Run 1, the clock network:
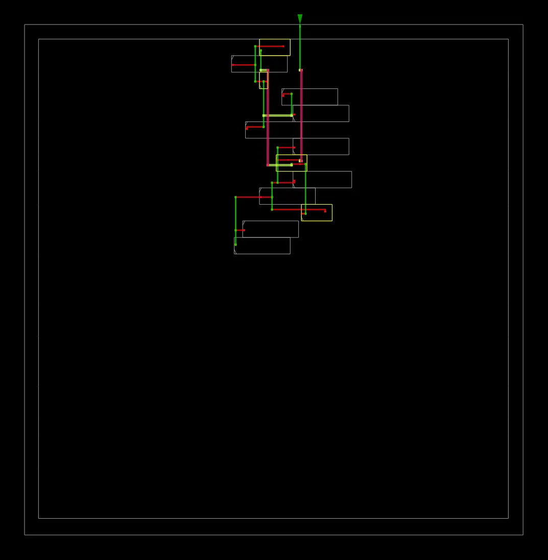
Run 1, signal wires on met2:
Scale bar: 20 µm.
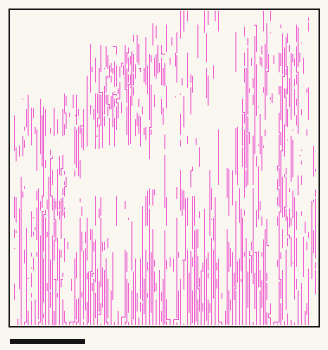
Run 1, floorplan with the power grid:
Scale bar: 20 µm. Pins as bars on the die edge.
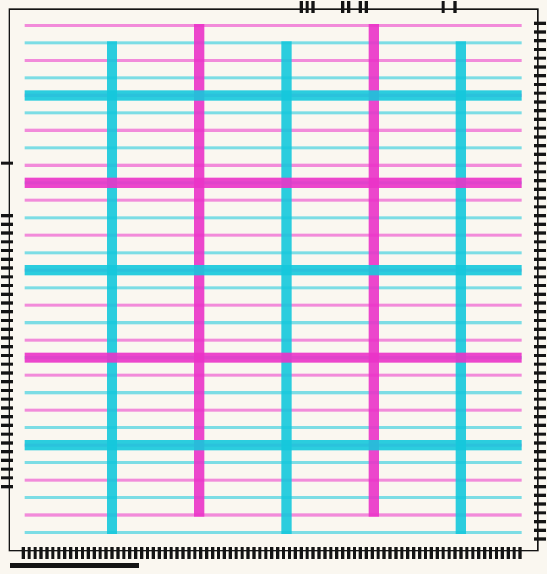
Run 1, M3 wires:
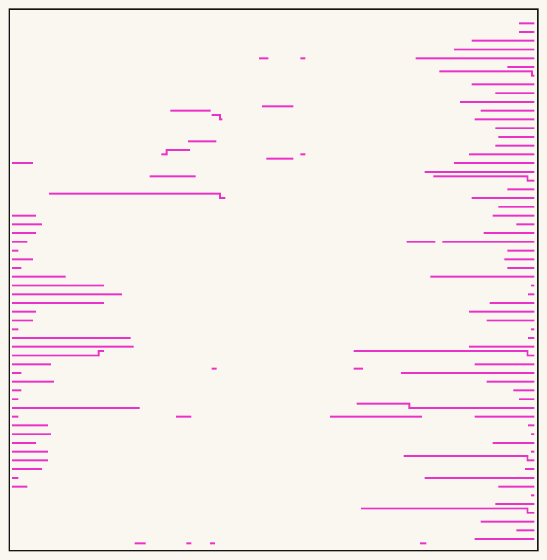
File: config.mk
export PLATFORM = sky130hd
export DESIGN_NAME = wh_output_arbiter_flat
export DESIGN_NICKNAME = d
export VERILOG_FILES = /design/src/rtl/noc_pkg.sv /design/src/rtl/wh_output_arbiter_if.sv /design/src/rtl/wh_output_arbiter_rr_arbiter.sv /design/src/rtl/wh_output_arbiter.sv /design/src/flat_wrapper.sv
export SDC_FILE = /design/constraint.sdc
export NUM_CORES = 1
export LEC_CHECK = 0
export ABC_CLOCK_PERIOD_IN_PS = 6700
export CORE_AREA = 2 2 80 82
export DETAILED_ROUTE_END_ITERATION = 8
export DIE_AREA = 0 0 82 84
export PLACE_DENSITY = 0.85
export SLEW_MARGIN = 20
export SYNTH_ARGS = -nofsm -noshare
export SYNTH_HDL_FRONTEND = slang
export SYNTH_HIERARCHICAL = 1
export SYNTH_SLANG_ARGS = --single-unit
File: constraint.sdc
create_clock -name clk -period 6.7 [get_ports clk]
set_input_delay 1.005 -clock clk [delete_from_list [all_inputs] [get_ports clk]]
set_output_delay 1.005 -clock clk [all_outputs]
set_load 0.01 [all_outputs]
File: src/rtl/noc_pkg.sv
// rtl/noc_pkg.sv - shared NoC flit type encoding and helpers.
package noc_pkg;

   localparam int FLIT_TYPE_W = 2;
   localparam int FLIT_W_MAX  = 256;

   typedef enum logic [FLIT_TYPE_W-1:0] {
      SINGLE = 2'b00,
      HEAD   = 2'b01,
      BODY   = 2'b10,
      TAIL   = 2'b11
   } flit_type_t;

   // Callers zero-extend their flit to FLIT_W_MAX and pass the real width.
   function automatic flit_type_t get_flit_type(input logic [FLIT_W_MAX-1:0] flit,
                                                input int width);
      return flit_type_t'(flit[width-1 -: FLIT_TYPE_W]);
   endfunction

endpackage

File: src/rtl/wh_output_arbiter_if.sv
// rtl/wh_output_arbiter_if.sv - FIFO-side and link-side signals of the output arbiter.
interface wh_output_arbiter_if #(
   parameter int N_REQ      = 4,
   parameter int FLIT_WIDTH = 34
);
   logic [N_REQ-1:0]                 fifo_empty_i;
   logic [N_REQ-1:0][FLIT_WIDTH-1:0] fifo_data_i;
   logic [N_REQ-1:0]                 fifo_read_o;
   logic                             flit_valid_o;
   logic [FLIT_WIDTH-1:0]            flit_data_o;
   logic                             flit_ready_i;
   logic [N_REQ-1:0]                 grant_o;
   logic                             error_o;

   modport master (
      input  fifo_empty_i, fifo_data_i, flit_ready_i,
      output fifo_read_o, flit_valid_o, flit_data_o, grant_o, error_o
   );

   modport slave (
      output fifo_empty_i, fifo_data_i, flit_ready_i,
      input  fifo_read_o, flit_valid_o, flit_data_o, grant_o, error_o
   );
endinterface

File: src/rtl/wh_output_arbiter_rr_arbiter.sv
// rtl/wh_output_arbiter_rr_arbiter.sv - combinational round-robin pick starting at rr_ptr_i.
module rr_arbiter #(
   parameter int N_REQ = 4
) (
   input  logic [N_REQ-1:0]         req_i,
   input  logic [$clog2(N_REQ)-1:0] rr_ptr_i,
   output logic [N_REQ-1:0]         gnt_o,
   output logic [$clog2(N_REQ)-1:0] gnt_idx_o,
   output logic                     valid_o
);
   localparam int IDX_W = $clog2(N_REQ);

   always_comb begin
      logic [IDX_W-1:0] cand;
      gnt_o     = '0;
      gnt_idx_o = '0;
      valid_o   = 1'b0;
      cand      = '0;
      // Explicit modulo so non-power-of-2 N_REQ wraps correctly.
      for (int k = 0; k < N_REQ; k++) begin
         cand = IDX_W'((int'(rr_ptr_i) + k) % N_REQ);
         if (!valid_o && req_i[cand]) begin
            valid_o     = 1'b1;
            gnt_o[cand] = 1'b1;
            gnt_idx_o   = cand;
         end
      end
   end
endmodule

File: src/rtl/wh_output_arbiter.sv
// rtl/wh_output_arbiter.sv - wormhole round-robin arbiter sharing one output link.
// Optional sticky head/tail framing checker on error_o: define ARB_PROTO_CHK_EN.
module wh_output_arbiter
   import noc_pkg::*;
#(
   parameter int N_REQ      = 4,
   parameter int FLIT_WIDTH = 34
) (
   input logic                 clk,
   input logic                 arst,
   wh_output_arbiter_if.master bus
);
   localparam int IDX_W = $clog2(N_REQ);

   typedef enum logic {IDLE = 1'b0, LOCKED = 1'b1} state_t;

   state_t                state_q;
   logic [IDX_W-1:0]      owner_q;
   logic [IDX_W-1:0]      rr_ptr_q;
   logic [IDX_W-1:0]      rr_ptr_d;
   logic [N_REQ-1:0]      grant_q;
   logic [IDX_W-1:0]      sel;
   logic [N_REQ-1:0]      req;
   logic [N_REQ-1:0]      arb_gnt;
   logic [IDX_W-1:0]      arb_idx;
   logic                  arb_valid;
   logic [FLIT_WIDTH-1:0] head_flit;
   flit_type_t            ftype;
   logic                  flit_valid;
   logic                  xfer;
   logic                  pkt_end;

   assign req = ~bus.fifo_empty_i;

   rr_arbiter #(.N_REQ(N_REQ)) u_rr (
      .req_i     (req),
      .rr_ptr_i  (rr_ptr_q),
      .gnt_o     (arb_gnt),
      .gnt_idx_o (arb_idx),
      .valid_o   (arb_valid)
   );

   always_comb begin
      sel = owner_q;
      if (int'(owner_q) >= N_REQ) sel = IDX_W'(N_REQ - 1);
      head_flit  = bus.fifo_data_i[sel];
      flit_valid = (state_q == LOCKED) && !bus.fifo_empty_i[sel];
      xfer       = flit_valid && bus.flit_ready_i;
      ftype      = get_flit_type(FLIT_W_MAX'(head_flit), FLIT_WIDTH);
      pkt_end    = xfer && (ftype == TAIL || ftype == SINGLE);
      rr_ptr_d   = (int'(sel) == N_REQ - 1) ? '0 : sel + 1'b1;
   end

   assign bus.grant_o      = grant_q;
   assign bus.flit_valid_o = flit_valid;
   assign bus.flit_data_o  = flit_valid ? head_flit : '0;
   assign bus.fifo_read_o  = xfer ? (N_REQ'(1) << sel) : '0;

   // Grant is held from head to tail, including while the owner FIFO runs dry.
   always_ff @(posedge clk or posedge arst) begin
      if (arst) begin
         state_q  <= IDLE;
         owner_q  <= '0;
         rr_ptr_q <= '0;
         grant_q  <= '0;
      end else begin
         case (state_q)
            IDLE: begin
               if (arb_valid) begin
                  owner_q <= arb_idx;
                  grant_q <= arb_gnt;
                  state_q <= LOCKED;
               end
            end
            LOCKED: begin
               if (pkt_end) begin
                  state_q  <= IDLE;
                  grant_q  <= '0;
                  rr_ptr_q <= rr_ptr_d;
               end
            end
         endcase
      end
   end

`ifdef ARB_PROTO_CHK_EN
   logic first_q;
   logic error_q;
   logic proto_bad;

   assign proto_bad = xfer && (first_q ? (ftype == BODY || ftype == TAIL)
                                       : (ftype == HEAD || ftype == SINGLE));

   always_ff @(posedge clk or posedge arst) begin
      if (arst) begin
         first_q <= 1'b1;
         error_q <= 1'b0;
      end else begin
         if (state_q == IDLE && arb_valid) first_q <= 1'b1;
         else if (xfer && !pkt_end)        first_q <= 1'b0;
         if (proto_bad) error_q <= 1'b1;
      end
   end

   assign bus.error_o = error_q;
`else
   assign bus.error_o = 1'b0;
`endif

endmodule

File: src/flat_wrapper.sv
// flat-port wrapper written by rule: the top's interface ports become plain ports
module wh_output_arbiter_flat import noc_pkg::*;
#(
   parameter int N_REQ      = 4,
   parameter int FLIT_WIDTH = 34
)
  (clk, arst, bus_fifo_empty_i, bus_fifo_data_i, bus_flit_ready_i, bus_fifo_read_o, bus_flit_valid_o, bus_flit_data_o, bus_grant_o, bus_error_o);
  wh_output_arbiter_if #(.N_REQ(N_REQ), .FLIT_WIDTH(FLIT_WIDTH)) bus_i ();
  input logic clk;
  input logic arst;
  input wire logic [$bits(bus_i.fifo_empty_i)-1:0] bus_fifo_empty_i;
  input wire logic [$bits(bus_i.fifo_data_i)-1:0] bus_fifo_data_i;
  input wire logic [$bits(bus_i.flit_ready_i)-1:0] bus_flit_ready_i;
  output wire logic [$bits(bus_i.fifo_read_o)-1:0] bus_fifo_read_o;
  output wire logic [$bits(bus_i.flit_valid_o)-1:0] bus_flit_valid_o;
  output wire logic [$bits(bus_i.flit_data_o)-1:0] bus_flit_data_o;
  output wire logic [$bits(bus_i.grant_o)-1:0] bus_grant_o;
  output wire logic [$bits(bus_i.error_o)-1:0] bus_error_o;
  assign bus_i.fifo_empty_i = bus_fifo_empty_i;
  assign bus_i.fifo_data_i = bus_fifo_data_i;
  assign bus_i.flit_ready_i = bus_flit_ready_i;
  assign bus_fifo_read_o = bus_i.fifo_read_o;
  assign bus_flit_valid_o = bus_i.flit_valid_o;
  assign bus_flit_data_o = bus_i.flit_data_o;
  assign bus_grant_o = bus_i.grant_o;
  assign bus_error_o = bus_i.error_o;
  wh_output_arbiter #(.N_REQ(N_REQ), .FLIT_WIDTH(FLIT_WIDTH)) u_core (.clk(clk), .arst(arst), .bus(bus_i));
endmodule
==> summary.txt, run 1 <==
The implementation run finished. The flow ran to the end, and the final reports show no timing, DRC or antenna violations. Adder-cell share of the synthesized area landed at 5.72%. Aggregate global-route resource usage landed at 23.0%. Pin count of the biggest net entering global routing landed at 41. The multi-input combinational cells in the finished layout cover a total of 0.00160 mm².

Share of synthesized cell area in and-or and or-and compound cells landed at 7.82%. Total count of hold-check failures in the final report landed at 0. I/O pin count landed at 187. Synthesis-to-finish area growth landed at 96.9%. Of the cells placed in the final design, the portion with a size suffix greater than 1 is 13.6%. Sum of net half-perimeters after detailed placement landed at 6720 µm. Setup repair after global routing left no endpoint under its margin. For reference, the top logic cell family by area is multiplexers. Clock sink count landed at 9. Number of antenna violations at the first check in global routing landed at 0. The synthesized design contains 0 enable-type register cells. Max-slew headroom at the worst pin landed at 53.6%. The synthesized design spends more area on one cell type than any other, namely sky130_fd_sc_hd__mux4_2. Highest achievable clock rate landed at 232 MHz.

CTS added clock buffers totalling 3. The first TritonRoute pass finished after 4 iterations.
-- 'the clock network' (at the start) --
layout clock buffer count: 4
clock insertion delay at the later pin of the skew report: 0.23 ns
Clk power: 62.7 µW

-- 'signal wires on met2' (at the start) --
The longest straight run is 39.3 µm. 441 nets have wire on it. The wires run mostly vertical. The layer carries 4080 µm of wire.

-- 'floorplan with the power grid' (at the start) --
Key: cyan = VSS; magenta = VDD
5 straps on met5. 30 met1 rails follow the rows. The core has 29 rows. 187 signal pins sit on the boundary. 5 straps on met4.
DIE WIDTH: 82 µm
maximum resistive drop on vdd: 253 µV
y dimension of the die: 84 µm
core box area: 0.00610 mm²

-- 'M3 wires' (at the start) --
107 nets have wire on it. The layer carries 788 µm of wire. The layer holds 9.9% of the routed length. The wires run mostly horizontal.

==> run 1: per-stage QoR <==
stage	hold WS, ns	setup WS (ns)	utilization (%)	total power, mW	instance area, µm²
2_1_floorplan	0.493	3.60	-	0.751	1970
3_3_place_gp	0.522	2.04	62.8	1.12	3830
3_5_place_dp	0.528	1.99	62.8	1.13	3830
4_1_cts	0.535	2.00	63.5	1.20	3870
5_1_grt	0.557	2.23	63.6	1.30	3880
6_report	0.529	2.38	63.6	1.20	3880
==> run 1: tightest hold or removal path, delay by kind of cell (launching register included) <==
family / cells / cell delay [ns]
AND-OR/OR-AND: 1 / 0.06
flip-flops: 1 / 0.36
AND/OR/NAND/NOR: 1 / 0.06
==> run 1: logic make-up after synthesis <==
group | count (synthesis)
buffers and inverters | 29
XOR/XNOR | 1
multiplexers | 44
other | 1
flip-flops | 9
AND-OR/OR-AND | 24
AND/OR/NAND/NOR | 63
adder cells (fa/ha/maj) | 9
==> run 1: cell type report <==
class,instances,area share (%)
Inverter,11,1.07
Multi-Input combinational cell,142,41.3
Sequential cell,9,5.84
Timing Repair Buffer,187,48.2
Clock buffer,4,1.16
Tap cell,77,2.49
==> run 1: where the power goes <==
| part | switching [mW] | internal (mW) |
|---|---|---|
| Sequential | 0.0331 | 0.0783 |
| Combinational | 0.432 | 0.590 |
| Clock | 0.0213 | 0.0414 |
| Total | 0.486 | 0.710 |
==> run 1: layer usage <==
metal	vias to the layer above	GRT usage, %	share of wire [%]
met5	-	0	0
met4	0	5.45	1.5
met3	12	4.98	9.9
met2	121	41.2	51
met1	1044	27.5	38
li1	1030	-	-
==> run 1: placed cells by master, fill, tap and decap left out, types with 2 or more instances in the layout <==
cell / count
sky130_fd_sc_hd__clkdlybuf4s50_1: 185
sky130_fd_sc_hd__mux4_2: 37
sky130_fd_sc_hd__and2_1: 34
sky130_fd_sc_hd__nand2_1: 11
sky130_fd_sc_hd__o21ai_0: 11
sky130_fd_sc_hd__inv_1: 11
sky130_fd_sc_hd__ha_1: 9
sky130_fd_sc_hd__dfrtp_1: 8
sky130_fd_sc_hd__a22oi_1: 8
sky130_fd_sc_hd__and3_1: 5
sky130_fd_sc_hd__nor2_1: 5
sky130_fd_sc_hd__clkbuf_8: 3
sky130_fd_sc_hd__nand2b_1: 2
sky130_fd_sc_hd__mux2_1: 2
sky130_fd_sc_hd__buf_4: 2
sky130_fd_sc_hd__mux4_1: 2
sky130_fd_sc_hd__mux2_2: 2
==> run 1: sequential cells by signal, indices dropped and copies added, names as in the netlist <==
register,cells
u_core/rr_ptr_q,2
u_core/owner_q,2
u_core/bus.grant_o,4
u_core/state_q,1
==> run 1: how the worst max path moves through the flow <==
stage	slack, ns	from	endpoint
floorplan	3.60	bus_fifo_empty_i[3]	bus_flit_data_o[12]
global placement	2.04	bus_fifo_empty_i[3]	bus_flit_data_o[7]
detailed placement	1.99	bus_fifo_empty_i[3]	bus_flit_data_o[1]
CTS	2.00	bus_fifo_empty_i[3]	bus_flit_data_o[1]
global route	2.23	bus_fifo_empty_i[3]	bus_flit_data_o[1]
finish	2.38	bus_fifo_empty_i[3]	bus_flit_data_o[1]
--- run 2 (diff from run 1) ---
ABC_CLOCK_PERIOD_IN_PS = 3500   (was 6700)
CORE_AREA = 2 2 87 89   (was 2 2 80 82)
DIE_AREA = 0 0 89 91   (was 0 0 82 84)
PLACE_DENSITY = 0.76   (was 0.85)
clock period = 3.5 ns   (was 6.7 ns; I/O delays follow)
Run 2, the clock network:
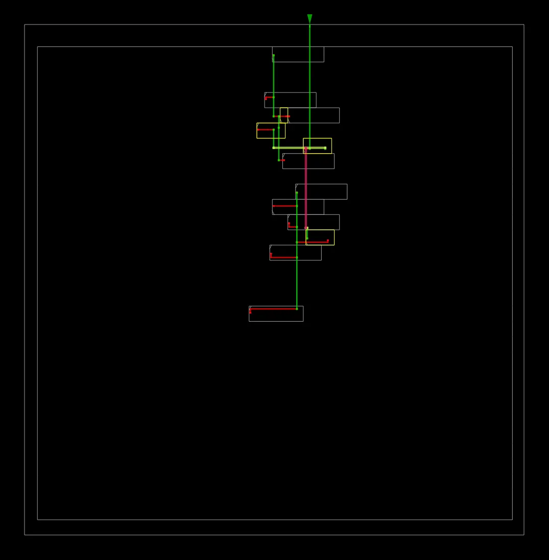
Fin Clk Skew: 0.00653 ns
number of buffers created by CTS: 3
number of sequential cells: 9

==> summary.txt, run 2 <==
The implementation run finished. Result of the run: finished, final reports clean (unchanged). The most common cell after layout, fill and taps aside is sky130_fd_sc_hd__clkdlybuf4s50_1 (unchanged). The clock sink count is 9 (unchanged). Share of synthesized cell area in and-or and or-and compound cells landed at 7.82% (unchanged). The number of antenna violations at the first check in global routing came to 0 (unchanged). The iteration tally of the first detailed-router pass was 4 (unchanged).

The sum of net half-perimeters after detailed placement is 6860 µm (was 6720 µm). The most area-hungry cell type in the Yosys netlist is sky130_fd_sc_hd__mux4_2 (unchanged). Setup repair after global routing missed its margin: no (unchanged). The horizontal die size came to 89 µm (was 82 µm). The main logic family after synthesis is multiplexers (unchanged).

Max-slew headroom at the worst pin landed at 65.0% (was 53.6%). The maximum fanout along the worst path was 39 (was 40). Post-detailed-placement cell area landed at 0.00389 mm² (was 0.00383 mm²). Total count of hold-check failures in the final report landed at 0 (unchanged). The adder-cell share of the synthesized area is 5.72% (unchanged). I/O pin count landed at 187 (unchanged). Pin count of the biggest net entering global routing landed at 40 (was 41). Routed length on met1 landed at 3090 µm (was 3000 µm). The total power came to 2.32 mW (was 1.20 mW). The worst-case vdd ir drop was 351 µV (was 253 µV). Setup slack at placement landed at 0.431 ns (was 1.99 ns). Final setup slack of the worst path landed at 0.443 ns (was 2.38 ns). Core box area landed at 0.00714 mm² (was 0.00610 mm²).

Number of flip-flops in the largest register landed at 4 (unchanged). The fraction of final layout cells sized beyond drive strength 1 came to 13.8% (was 13.6%). Die boundary height landed at 91 µm (was 84 µm). The total met3 wirelength after detailed routing is 677 µm (was 788 µm). Total non-filler cell area in the finished layout landed at 0.00393 mm² (was 0.00388 mm²).

The number of flops mapped to enable cells by yosys was 0 (unchanged). Met2 layer wire length in the routed design landed at 4070 µm (was 4080 µm). Commonest non-fill, non-tap cells in the layout: sky130_fd_sc_hd__clkdlybuf4s50_1, sky130_fd_sc_hd__mux4_2, sky130_fd_sc_hd__and2_1 (unchanged).
Run 2, floorplan with the power grid:
Scale bar: 20 µm. Pins as bars on the die edge.
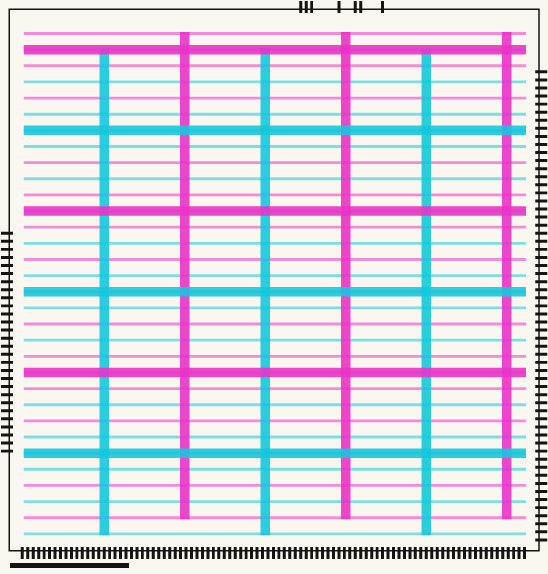
Key: magenta = VDD; cyan = VSS
187 signal pins sit on the boundary. 32 met1 rails follow the rows. The core has 31 rows. 6 straps on met4.

-- run 2: stage by stage --
step	hold WS (ns)	utilization, %
finish	0.525	55.1
global route	0.539	55.1
CTS	0.527	55.1
detailed placement	0.519	54.5
global placement	0.521	54.5
floorplan	0.353	-
-- run 2: path summary, 6_finish.rpt --
path,startpoint,to,slack (ns),depth (start not counted)
max,bus_fifo_empty_i[3],bus_fifo_read_o[0],0.44,6
min,u_core/bus.grant_o[3],u_core/bus.grant_o[3],0.52,2
max reg2reg,u_core/rr_ptr_q[0],u_core/owner_q[1],0.83,8
min reg2reg,u_core/bus.grant_o[3],u_core/bus.grant_o[3],0.52,2
max in group asynchronous,arst,u_core/owner_q[0],2.69,2
min in group asynchronous,arst,u_core/rr_ptr_q[1],0.55,2
-- run 2: per-layer routing --
metal	vias up	global-route usage (%)
li1	1033	-
met1	1063	22.9
met2	109	34.7
met3	12	2.55
met4	0	5.10
met5	-	0
-- run 2: layout make-up --
cell class,count,area (µm²)
fillers,642,3210
inverters,11,41.3
multi-input cells,142,1600
repair buffers,188,1900
flip-flops and latches,9,226
well taps,99,124
clock buffers,4,45.0
-- run 2: cells by family (layout without fill, tap and decap cells) --
group,count (synthesis),after routing
mux,44,44
compound gates,24,24
fa+ha+maj,9,9
buf+inv,29,203
flops,9,9
xor+xnor,1,1
other cells,1,1
simple gates,63,63
-- run 2: power breakdown --
group | total, mW | internal (mW) | switching [mW]
Combinational | 1.96 | 1.16 | 0.798
Sequential | 0.242 | 0.150 | 0.0921
Clock | 0.119 | 0.0793 | 0.0397
-- run 2: worst max-delay path: stages --
cell	delay (ns)
sky130_fd_sc_hd__clkdlybuf4s50_1	0.42
sky130_fd_sc_hd__mux4_2	0.48
sky130_fd_sc_hd__nor2b_2	0.18
sky130_fd_sc_hd__buf_12	0.19
sky130_fd_sc_hd__and3_1	0.18
sky130_fd_sc_hd__clkdlybuf4s50_1	0.53
--- run 3 (diff from run 2) ---
CAP_MARGIN = 20   (was default)
CORE_AREA = 2 2 78 99   (was 2 2 87 89)
DIE_AREA = 0 0 80 101   (was 0 0 89 91)
GPL_TIMING_DRIVEN = 0   (was default)
Run 3, M3 wires:
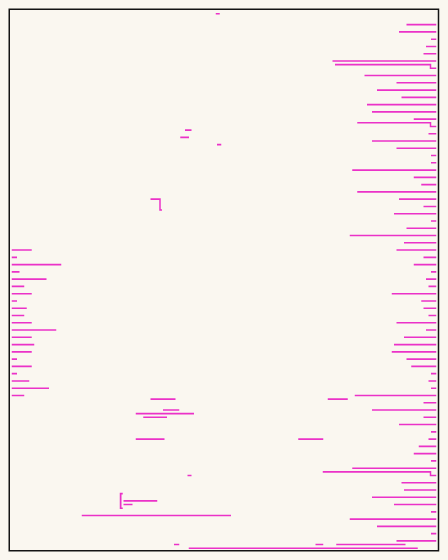
The layer holds 8.7% of the routed length. The wires run mostly horizontal. The layer carries 667 µm of wire. 109 nets have wire on it.

==> summary.txt, run 3 <==
The implementation run finished. Crit-path cells: clkdlybuf4s50_1 -> mux4_2 -> nor2b_2 -> buf_2 -> clkbuf_2 -> and2_1 -> clkdlybuf4s50_1 (was clkdlybuf4s50_1 -> mux4_2 -> nor2b_2 -> buf_12 -> and3_1 -> clkdlybuf4s50_1). Maximum fanout along the worst path landed at 10 (was 39). The worst-case vdd ir drop came to 238 µV (was 351 µV). Post-route worst hold slack landed at 0.540 ns (was 0.525 ns). The most common cell after layout, fill and taps aside is sky130_fd_sc_hd__clkdlybuf4s50_1 (unchanged).

Commonest non-fill, non-tap cells in the layout: sky130_fd_sc_hd__clkdlybuf4s50_1, sky130_fd_sc_hd__mux4_2, sky130_fd_sc_hd__and2_1 (unchanged). Total non-filler cell area in the finished layout landed at 0.00398 mm² (was 0.00393 mm²). Source-to-sink clock delay at the later pin of the worst-skew pair landed at 0.23 ns (about the same). The main logic family after synthesis is multiplexers (unchanged). Total count of hold-check failures in the final report landed at 0 (unchanged). Synthesis-to-finish area growth landed at 102% (was 99.7%). Delay of the slowest critical-path stage landed at 0.55 ns (was 0.53 ns). The die boundary height came to 101 µm (was 91 µm). The most area-hungry cell type in the Yosys netlist is sky130_fd_sc_hd__mux4_2 (unchanged). Number of flops mapped to enable cells by yosys landed at 0 (unchanged). The number of antenna violations at the first check in global routing is 0 (unchanged). The number of clock buffers inserted by TritonCTS is 3 (unchanged).

The pin count of the biggest net entering global routing was 11 (was 40). The cell with the biggest individual delay on the critical path is sky130_fd_sc_hd__clkdlybuf4s50_1 (unchanged). The I/O pin count is 187 (unchanged). The sum of net half-perimeters after detailed placement came to 6730 µm (was 6860 µm). The final setup slack of the worst path came to 0.177 ns (was 0.443 ns). Result of the run: finished, final reports clean (unchanged). The fraction of final layout cells sized beyond drive strength 1 is 15.4% (was 13.8%). The adder-cell share of the synthesized area came to 5.72% (unchanged). Horizontal die size landed at 80 µm (was 89 µm). The core box area is 0.00718 mm² (was 0.00714 mm²). Share of synthesized cell area in and-or and or-and compound cells landed at 7.82% (unchanged). The number of flip-flops in the largest register came to 4 (unchanged). Iteration tally of the first detailed-router pass landed at 4 (unchanged).

Aggregate global-route resource usage landed at 18.2% (was 19.0%). The worst setup slack for register-to-register paths was 0.98 ns (was 0.83 ns). Setup slack at placement landed at 0.151 ns (was 0.431 ns).

The cell with the most instances on the worst path is sky130_fd_sc_hd__clkdlybuf4s50_1 (unchanged).
Run 3, the clock network:
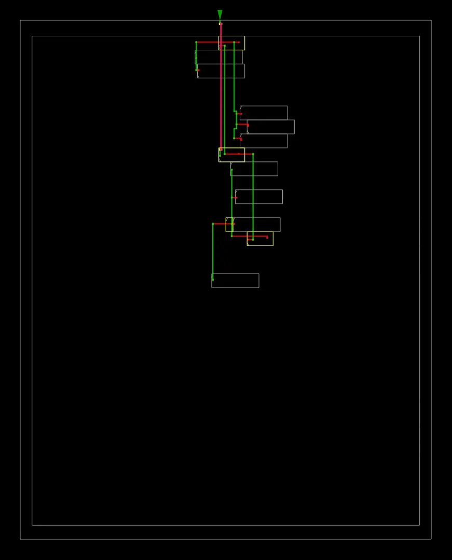
Fin Clk Skew: 0.000159 ns
Clk power: 119 µW
sink count of the clock tree: 9

-- run 3: cell types whose count changed in the layout (fill, tap and decap cells not counted), sizes merged --
cell and delta:
clkbuf +6, buf +9
-- run 3: final timing paths --
kind,endpoint,start,cells after the start
worst min-delay path,u_core/bus.grant_o[3],u_core/bus.grant_o[3],2
max in group asynchronous,u_core/state_q,arst,2
min in group asynchronous,u_core/bus.grant_o[3],arst,2
worst max-delay path,bus_flit_data_o[18],bus_fifo_empty_i[3],7
worst min register to register,u_core/bus.grant_o[3],u_core/bus.grant_o[3],2
worst max register to register,u_core/owner_q[1],u_core/rr_ptr_q[1],10
-- run 3: cell type report --
cell class              instances  area, µm²  share of cell area (%)
inverters                      11       41.3                    1.04
multi-input cells             142       1600                    40.1
well taps                      92        115                    2.89
plain buffers                  18        106                    2.67
clock buffers                   4       45.0                    1.13
flip-flops and latches          9        225                    5.66
repair buffers                185       1850                    46.5
-- run 3: routing by layer --
layer  vias up  GRT usage, %  routed length (µm)
met3        10          3.76                 667
met1      1044          20.4                2960
li1       1065             -                   -
met2       125          34.2                3940
met5         -             0                   0
met4         0          4.95                 114
-- run 3: cell families after synthesis --
family / after synthesis
simple gates: 63
flops: 9
compound gates: 24
xor+xnor: 1
other cells: 1
mux: 44
buf+inv: 29
fa+ha+maj: 9
-- run 3: report_power, final --
| part | switching (mW) | internal, mW | total (mW) | leakage [nW] |
|---|---|---|---|---|
| Sequential | 0.0473 | 0.150 | 0.197 | 0.112 |
| Combinational | 0.855 | 1.19 | 2.05 | 1.36 |
| Clock | 0.0394 | 0.0792 | 0.119 | 0.0228 |
-- run 3: worst max-delay path: cells and delay by family --
family / cells / cell delay [ns]
mux: 1 / 0.50
buf+inv: 4 / 1.42
simple gates: 2 / 0.34
Power and IR drop assume default switching activity.
